===== config.mk =====
export PLATFORM = sky130hd
export DESIGN_NAME = gcd_param_flat
export DESIGN_NICKNAME = d
export VERILOG_FILES = /design/src/rtl/gcd_param_if.sv /design/src/rtl/gcd_param.sv /design/src/flat_wrapper.sv
export SDC_FILE = /design/constraint.sdc
export NUM_CORES = 1
export LEC_CHECK = 0
export CORE_MARGIN = 3
export CORE_UTILIZATION = 53
export DETAILED_ROUTE_END_ITERATION = 12
export GPL_ROUTABILITY_DRIVEN = 0
export PLACE_DENSITY = 0.87
export SYNTH_ARGS = -nofsm -noshare
export SYNTH_HDL_FRONTEND = slang
export SYNTH_SLANG_ARGS = --single-unit
export TNS_END_PERCENT = 10

===== constraint.sdc =====
create_clock -name clk -period 2.6 [get_ports clk]
set_input_delay 0.39 -clock clk [delete_from_list [all_inputs] [get_ports clk]]
set_output_delay 0.39 -clock clk [all_outputs]
set_load 0.05 [all_outputs]

===== src/rtl/gcd_param_if.sv =====
// Operand/result handshake bundle for gcd_param: master drives operands and ld,
// slave returns the result, the rdy pulse and the busy/overrun status.
interface gcd_param_if #(
    parameter int unsigned WIDTH = 8
);
    logic [WIDTH-1:0] a;
    logic [WIDTH-1:0] b;
    logic             ld;
    logic [WIDTH-1:0] q;
    logic             rdy;
    logic             busy;
    logic             ovf;

    modport master (
        output a, b, ld,
        input  q, rdy, busy, ovf
    );

    modport slave (
        input  a, b, ld,
        output q, rdy, busy, ovf
    );
endinterface


===== src/rtl/gcd_param.sv =====
// gcd_param: iterative GCD engine (one step per cycle) with a one-entry operand hold buffer.
// Defining GCD_BINARY_EN selects Stein's binary algorithm instead of repeated subtraction.
module gcd_param #(
    parameter int unsigned WIDTH = 8
) (
    input logic        clk,
    input logic        reset,
    gcd_param_if.slave bus
);
    typedef enum logic [0:0] {StIdle, StCalc} state_e;

    state_e           state_q, state_d;
    logic [WIDTH-1:0] x_q, x_d, y_q, y_d;
    logic [WIDTH-1:0] ha_q, ha_d, hb_q, hb_d;
    logic             pend_q, pend_d;
    logic [WIDTH-1:0] q_q, q_d;
    logic             rdy_q, rdy_d;
    logic             ovf_q, ovf_d;

    logic             done;
    logic [WIDTH-1:0] result;
    logic [WIDTH-1:0] x_step, y_step;

`ifdef GCD_BINARY_EN
    localparam int unsigned KW = $clog2(WIDTH) + 1;
    logic [KW-1:0] k_q, k_d, k_step;

    // Common factors of two are stripped into k and restored on completion.
    always_comb begin
        done   = 1'b0;
        result = '0;
        x_step = x_q;
        y_step = y_q;
        k_step = k_q;
        if (x_q == '0) begin
            done   = 1'b1;
            result = y_q << k_q;
        end else if (y_q == '0) begin
            done   = 1'b1;
            result = x_q << k_q;
        end else if (x_q == y_q) begin
            done   = 1'b1;
            result = x_q << k_q;
        end else if (!x_q[0] && !y_q[0]) begin
            x_step = x_q >> 1;
            y_step = y_q >> 1;
            k_step = k_q + KW'(1);
        end else if (!x_q[0]) begin
            x_step = x_q >> 1;
        end else if (!y_q[0]) begin
            y_step = y_q >> 1;
        end else if (x_q > y_q) begin
            x_step = x_q - y_q;
        end else begin
            y_step = y_q - x_q;
        end
    end
`else
    always_comb begin
        done   = 1'b0;
        result = '0;
        x_step = x_q;
        y_step = y_q;
        if (x_q == '0) begin
            done   = 1'b1;
            result = y_q;
        end else if (y_q == '0) begin
            done   = 1'b1;
            result = x_q;
        end else if (x_q == y_q) begin
            done   = 1'b1;
            result = x_q;
        end else if (x_q > y_q) begin
            x_step = x_q - y_q;
        end else begin
            y_step = y_q - x_q;
        end
    end
`endif

    always_comb begin
        state_d = state_q;
        x_d     = x_q;
        y_d     = y_q;
        ha_d    = ha_q;
        hb_d    = hb_q;
        pend_d  = pend_q;
        q_d     = q_q;
        rdy_d   = 1'b0;
        ovf_d   = ovf_q;
`ifdef GCD_BINARY_EN
        k_d     = k_q;
`endif
        case (state_q)
            StIdle: begin
                if (bus.ld) begin
                    x_d     = bus.a;
                    y_d     = bus.b;
                    state_d = StCalc;
`ifdef GCD_BINARY_EN
                    k_d     = '0;
`endif
                end
            end
            StCalc: begin
                x_d = x_step;
                y_d = y_step;
`ifdef GCD_BINARY_EN
                k_d = k_step;
`endif
                if (done) begin
                    q_d   = result;
                    rdy_d = 1'b1;
                    if (pend_q) begin
                        // Held pair starts; a simultaneous ld refills the hold slot.
                        x_d    = ha_q;
                        y_d    = hb_q;
                        pend_d = 1'b0;
`ifdef GCD_BINARY_EN
                        k_d    = '0;
`endif
                        if (bus.ld) begin
                            ha_d   = bus.a;
                            hb_d   = bus.b;
                            pend_d = 1'b1;
                        end
                    end else if (bus.ld) begin
                        x_d = bus.a;
                        y_d = bus.b;
`ifdef GCD_BINARY_EN
                        k_d = '0;
`endif
                    end else begin
                        state_d = StIdle;
                    end
                end else if (bus.ld) begin
                    if (pend_q) begin
                        ovf_d = 1'b1;
                    end else begin
                        ha_d   = bus.a;
                        hb_d   = bus.b;
                        pend_d = 1'b1;
                    end
                end
            end
            default: state_d = StIdle;
        endcase
    end

    always_ff @(posedge clk) begin
        if (reset) begin
            state_q <= StIdle;
            x_q     <= '0;
            y_q     <= '0;
            ha_q    <= '0;
            hb_q    <= '0;
            pend_q  <= 1'b0;
            q_q     <= '0;
            rdy_q   <= 1'b0;
            ovf_q   <= 1'b0;
`ifdef GCD_BINARY_EN
            k_q     <= '0;
`endif
        end else begin
            state_q <= state_d;
            x_q     <= x_d;
            y_q     <= y_d;
            ha_q    <= ha_d;
            hb_q    <= hb_d;
            pend_q  <= pend_d;
            q_q     <= q_d;
            rdy_q   <= rdy_d;
            ovf_q   <= ovf_d;
`ifdef GCD_BINARY_EN
            k_q     <= k_d;
`endif
        end
    end

    assign bus.q    = q_q;
    assign bus.rdy  = rdy_q;
    assign bus.ovf  = ovf_q;
    assign bus.busy = (state_q == StCalc) || pend_q;

endmodule


===== src/flat_wrapper.sv =====
// flat-port wrapper written by rule: the top's interface ports become plain ports
module gcd_param_flat 
#(
    parameter int unsigned WIDTH = 8
)
  (clk, reset, bus_a, bus_b, bus_ld, bus_q, bus_rdy, bus_busy, bus_ovf);
  gcd_param_if #(.WIDTH(WIDTH)) bus_i ();
  input logic clk;
  input logic reset;
  input wire logic [$bits(bus_i.a)-1:0] bus_a;
  input wire logic [$bits(bus_i.b)-1:0] bus_b;
  input wire logic [$bits(bus_i.ld)-1:0] bus_ld;
  output wire logic [$bits(bus_i.q)-1:0] bus_q;
  output wire logic [$bits(bus_i.rdy)-1:0] bus_rdy;
  output wire logic [$bits(bus_i.busy)-1:0] bus_busy;
  output wire logic [$bits(bus_i.ovf)-1:0] bus_ovf;
  assign bus_i.a = bus_a;
  assign bus_i.b = bus_b;
  assign bus_i.ld = bus_ld;
  assign bus_q = bus_i.q;
  assign bus_rdy = bus_i.rdy;
  assign bus_busy = bus_i.busy;
  assign bus_ovf = bus_i.ovf;
  gcd_param #(.WIDTH(WIDTH)) u_core (.clk(clk), .reset(reset), .bus(bus_i));
endmodule

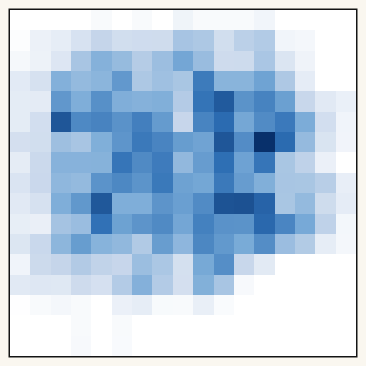
**Above:** run 1 (wire density map).
(4 px per um) The die is cut into 17 by 17 equal tiles; white is low, dark blue is high, scaled to the fullest tile. Values are wire area over tile area, all layers added.
nearly empty tiles: 23%
tiles over half the peak: 25%
densest ninth of the die: middle
mean over tiles: 0.24
final WL: 10500 um
GRT Util Overall: 27.6%
wire per inst: 18.9 um
routed vias: 3793

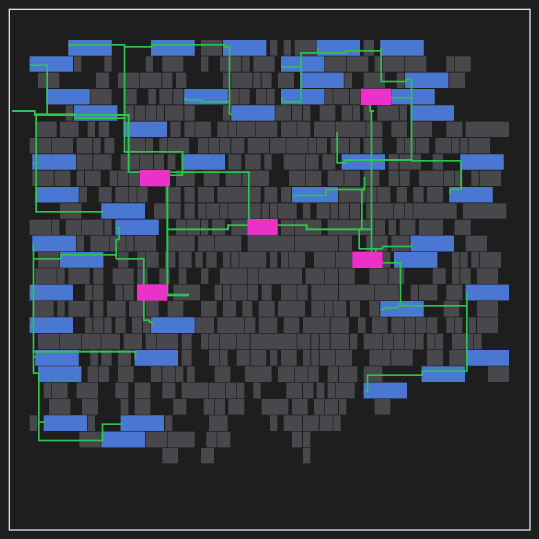
**Above:** run 1 (routed clock nets over the placement).
(6 px per um)
[cells driving clock nets] magenta | count: 5
[flip-flops] blue | count: 44
[clock wires] green | length: 598 um
flops lie: widely spread
routed clock nets: 6
skew final: 8.41 ps

==> results.toml, run 1 <==
# physical design summary
[clocking]
root_buffer = "clkbuf_8"
cts-htree-levels = 2
cts_buffer_depth = 2
cts_hold_buf = 0
post_cts_buffers = 0
cts_buffers = 5
cts.clk_slew.worst_paths_ps = 90
cts_tree = "built"
clock_sinks = 44

[final_timing]
tns_ps = 0
slew_viol_final = 0
finalHoldViolations = 0
max_freq_ghz = 0.390
finalCriticalPeriod_ps = 2570
setup_slack_ps = 33.0
finalCritPeriodShare_pct = 98.7
relSlewSlack_pct = 56.9
tightest_slew_ps = 645
setup_violations = 0

[routing]
drc_errors = 0
routed-wl-met2_um = 4810
met1_length_um = 4140
dr.max_layer_used = "met4"
first_iter_violations = 518
dr.pass1.iters = 6
met3_length_um = 1080
final_antenna_net_count = 0
viasPerCell = 6.82

[synthesis]
ys_warn_count = 0
mux_share_pct = 7.32
area_leaders = "dfxtp_1 26%, mux2i_1 7.0%, nor2_1 6.2%, a21oi_1 5.5%, ha_1 5.5%"
netlist_top_cells_count = "57 x nor2_1, 44 x dfxtp_1, 38 x a21oi_1, 34 x o21ai_0, 32 x nand2_1"
synthDistinctLibCells = 63
ys_async_sr_fraction_pct = 0
enable_flop_cells = 0
ys_sh_aoi_pct = 30.7
yosysTopAreaCellShare_pct = 25.6
xor_area_share_pct = 0.764
yosys.area.top_type = "dfxtp_1"
ys_sh_simple_pct = 21.0
yosys.cell_count.top_type = "nor2_1"
ff_type = "dfxtp_1"
yosys_area_um2 = 3440
postSynthCellCount = 446
syn_area_per_cell_um2 = 7.71
yosys-dominant-comb-family = "AND-OR/OR-AND gates"
syn_area_um2 = 3440
syn-num-nets = 482
ys_ff = 44
yosys_cells = 446

[floorplan]
die_area_um2 = 7490
n_tap_cell = 75
die_w_um = 86.5
ios = 30
core-area_um2 = 6100
initial_utilization_pct = 56.4
die_y_um = 86.5
row_count = 28

[global_route]
grtUsageMet3_pct = 4.28
antenna_found_initial = 0
grt_max_degree = 46
grt_first_pass_wirelength_um = 16700
grt_pass1_vias = 3532
grt_overflow = 0

[cells_and_area]
flops = 44
area_growth_syn_to_layout_pct = 16.9
drive_gt1_share_pct = 13.1
clock_buffers = 7
final_nets = 516
fillCellCount = 517
mostFrequentLayoutCell = "nor2_1"
comb_cells = 346
sh_comb_area_pct = 57.6
buffer_area_share_pct = 13.8
diodes = 0
nNonClkBuffers = 61
largest_class = "multi-input combinational cells"
comb_area_um2 = 2310
lay_top_cells = "55 x nor2_1, 43 x dfxtp_1, 38 x a21oi_1, 34 x o21ai_0"
n_all_inverters = 22
seqCellArea_um2 = 882
seq_share_pct = 22.0

[placed_design]
pre_cts_slack_ps = 53.3
hpwl_um = 7500
portBuffers = 29
placed_area_um2 = 3890

[setup_path]
crit_cells = 9
start_kind = "register"
cp_common_cell = "a21o_1"
crit_chain = "inv_1 > ha_1 > fa_1 > nand2b_1 > a21o_1 > a21o_1 > and2_2 > a211o_1 > a31oi_1"
r2r_setup_slack_ps = 30
path_buffers = 1
end_kind = "register"
critical_path_required_ps = 2840
path_max_fanout = 10
r2r_cells = 9
critPathTopFamily = "AND-OR/OR-AND gates"
critPathArrivalTime_ps = 2810
path_class = "register to register"
slowest_stage = "fa_1"

[run]
log.warning_count = 33
drv_cap = 0

[worst_hold_path]
min_path_type = "register to register"
hold_depth = 2

[run_status]
outcome = "finished, final reports clean"
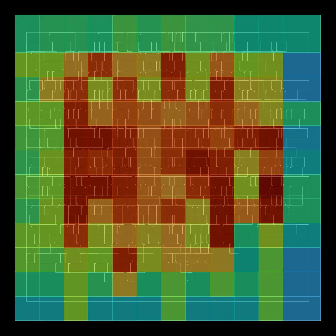
**Above:** run 1 (congestion heat map).
most used routing layer: met2
met2 Use GR: 43.9%
M1 GR Usage: 36.0%

run 1: stage by stage:
| step | cells | hold slack, ps | util, % |
|---|---|---|---|
| finish | 556 | 488 | 65.9 |
| global route | 556 | 542 | 65.9 |
| CTS | 556 | 499 | 65.4 |
| detailed placement | 548 | 468 | 63.8 |
| global placement | 548 | 469 | 63.8 |
| floorplan | 446 | 455 | - |
run 1: worst paths after layout:
kind	from	end
worst max-delay path	u_core.x_q[0]$_SDFFE_PP0P_	u_core.y_q[0]$_SDFFE_PP0P_
worst min-delay path	u_core.bus.ovf$_SDFFE_PP0P_	u_core.bus.ovf$_SDFFE_PP0P_
worst max register to register	u_core.x_q[0]$_SDFFE_PP0P_	u_core.y_q[0]$_SDFFE_PP0P_
worst min register to register	u_core.bus.ovf$_SDFFE_PP0P_	u_core.bus.ovf$_SDFFE_PP0P_
==> inputs of run 2 (changes only) <==
--- a/config.mk
+++ b/config.mk
@@ -6,10 +6,10 @@
 export NUM_CORES = 1
 export LEC_CHECK = 0
 export CORE_MARGIN = 3
-export CORE_UTILIZATION = 53
+export CORE_UTILIZATION = 45
 export DETAILED_ROUTE_END_ITERATION = 12
 export GPL_ROUTABILITY_DRIVEN = 0
-export PLACE_DENSITY = 0.87
+export PLACE_DENSITY = 0.77
 export SYNTH_ARGS = -nofsm -noshare
 export SYNTH_HDL_FRONTEND = slang
 export SYNTH_SLANG_ARGS = --single-unit
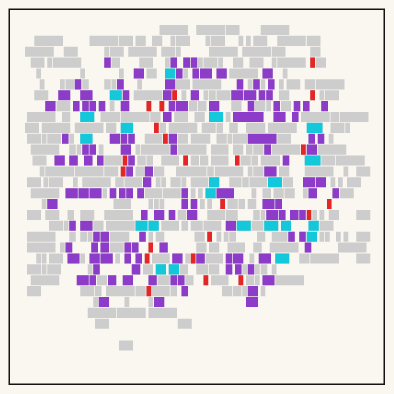
**Above:** run 2 (gate families picked out).
(4 px per um)
[inverters] red | cells: 22 | most used: inv_1
[AND-OR and OR-AND gates] cyan | cells: 21 | most used: o21a_1
[inverting AOI/OAI gates] purple | cells: 136 | most used: a21oi_1
fin cells: 581
most frequent logic cell in the layout: nor2_1
fraction of area in multi-input gates: 56.9%

==> results.toml, run 2 <==
# physical design summary
[cells_and_area]
clock_buffers = 5
comb_cells = 346
flops = 44
comb_area_um2 = 2290
diodes = 0
utilization_pct = 54.9
fillCellCount = 677
lay_top_cells = "57 x nor2_1, 44 x dfxtp_1, 38 x a21oi_1, 34 x o21ai_0, 33 x buf_4"
seq_share_pct = 21.9
seqCellArea_um2 = 881
largest_class = "multi-input combinational cells"
clk_share_pct = 2.02
drive_gt1_share_pct = 12.9
buffer_area_share_pct = 14.1
n_all_inverters = 22
nNonClkBuffers = 63
final_cell_area_um2 = 4030
final_nets = 518
area_growth_syn_to_layout_pct = 17.2

[setup_path]
critPathArrivalTime_ps = 2770
path_max_fanout = 7
critPathTopFamily = "AND-OR/OR-AND gates"
end_kind = "register"
path_buffers = 1
crit_chain = "inv_1 > ha_1 > fa_1 > nand2b_1 > a211oi_2 > nor2_1 > mux2_2 > a221o_1 > o211a_1"
slowest_stage = "fa_1"
start_kind = "register"
slowest_delay_ps = 440
critical_path_required_ps = 2800
r2r_start = "u_core.x_q[0]$_SDFFE_PP0P_"
path_class = "register to register"
critPathLaunch = "u_core.x_q[0]$_SDFFE_PP0P_"

[clocking]
root_buffer = "clkbuf_8"
cts-htree-levels = 2
clock_sinks = 44
cts.clk_slew.worst_paths_ps = 90
post_cts_buffers = 0
cts_buffer_depth = 2
cts_hold_buf = 0
ctsResizeCount = 0
cts_buffers = 5
insertion_delay_ps = 310
cts_tree = "built"

[run_status]
outcome = "finished, final reports clean"

[final_timing]
slew_viol_final = 0
tightest_slew_ps = 673
clock_skew_ps = 9.54
relSlewSlack_pct = 55.0
finalCritPeriodShare_pct = 99.0
rsz0062_at_grt = "true"
max_freq_ghz = 0.389
holdWs_ps = 497
setup_violations = 0
tns_ps = 0
setup_slack_ps = 26.2
finalHoldViolations = 0
finalCriticalPeriod_ps = 2570

[routing]
first_iter_violations = 298
drc_errors = 0
final_antenna_net_count = 0
viasPerCell = 6.28
dr.pass1.iters = 6
via_count = 3650
wl_per_cell_um = 18.0

[synthesis]
ys_ff = 44
xor_area_share_pct = 0.764
ff_type = "dfxtp_1"
syn-num-nets = 482
enable_flop_cells = 0
ys_sh_aoi_pct = 30.7
yosys_area_um2 = 3440
syn_area_per_cell_um2 = 7.71
syn_area_um2 = 3440
mux_share_pct = 7.32
yosysTopAreaCellShare_pct = 25.6
fa_ha_area_share_pct = 6.63
ys_seq_share_pct = 25.6
synthDistinctLibCells = 63
netlist_top_cells_count = "57 x nor2_1, 44 x dfxtp_1, 38 x a21oi_1, 34 x o21ai_0, 32 x nand2_1"
ys_async_sr_fraction_pct = 0
yosys.cell_count.top_type = "nor2_1"
ys_warn_count = 0
yosys_cells = 446
area_leaders = "dfxtp_1 26%, mux2i_1 7.0%, nor2_1 6.2%, a21oi_1 5.5%, ha_1 5.5%"
ys_sh_simple_pct = 21.0
yosys-dominant-comb-family = "AND-OR/OR-AND gates"
postSynthCellCount = 446
yosys.area.top_type = "dfxtp_1"

[floorplan]
core-area_um2 = 7330
n_tap_cell = 99
die_w_um = 93.4
initial_utilization_pct = 46.9
die_y_um = 93.4
row_count = 31
die_area_um2 = 8720
ios = 30

[global_route]
grt_max_degree = 46
grt_first_pass_wirelength_um = 16600
antenna_found_initial = 0
grt_overflow = 0
grt_pass1_vias = 3400

[placed_design]
dp.cells = 574
pre_cts_slack_ps = 50.2
hpwl_um = 7580
placed_area_um2 = 3940
portBuffers = 29

[worst_hold_path]
hold_start = "u_core.hb_q[0]$_SDFFE_PP0P_"
min_path_type = "register to register"

[run]
log.warning_count = 34
drv_cap = 0
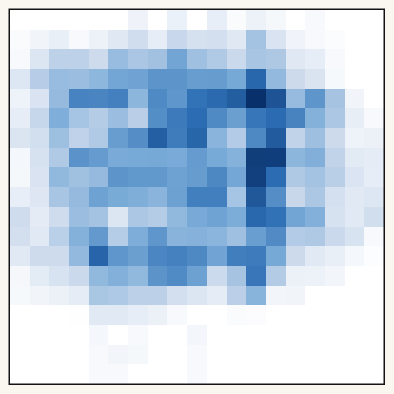
**Above:** run 2 (wire density map).
(4 px per um) The die is cut into 19 by 19 equal tiles; white is low, dark blue is high, scaled to the fullest tile. Values are wire area over tile area, all layers added.
GRT Util Overall: 23.8%
final WL: 10500 um

==> run 2: cell counts after synthesis <==
No cell type changed its count.
==> run 2: per-layer routing <==
layer	global-route usage, %	wire [um]	vias up
met5	0	0	-
met4	9.04	305	0
met3	4.51	849	34
met2	39.1	4810	210
met1	30.9	4510	1689
li1	-	-	1717
==> run 2: worst paths after layout <==
check	slack [ps]	to	depth (start not counted)
worst max-delay path	30	u_core.x_q[4]$_SDFFE_PP0P_	9
worst min-delay path	500	u_core.hb_q[0]$_SDFFE_PP0P_	2
worst max register to register	30	u_core.x_q[4]$_SDFFE_PP0P_	9
worst min register to register	500	u_core.hb_q[0]$_SDFFE_PP0P_	2
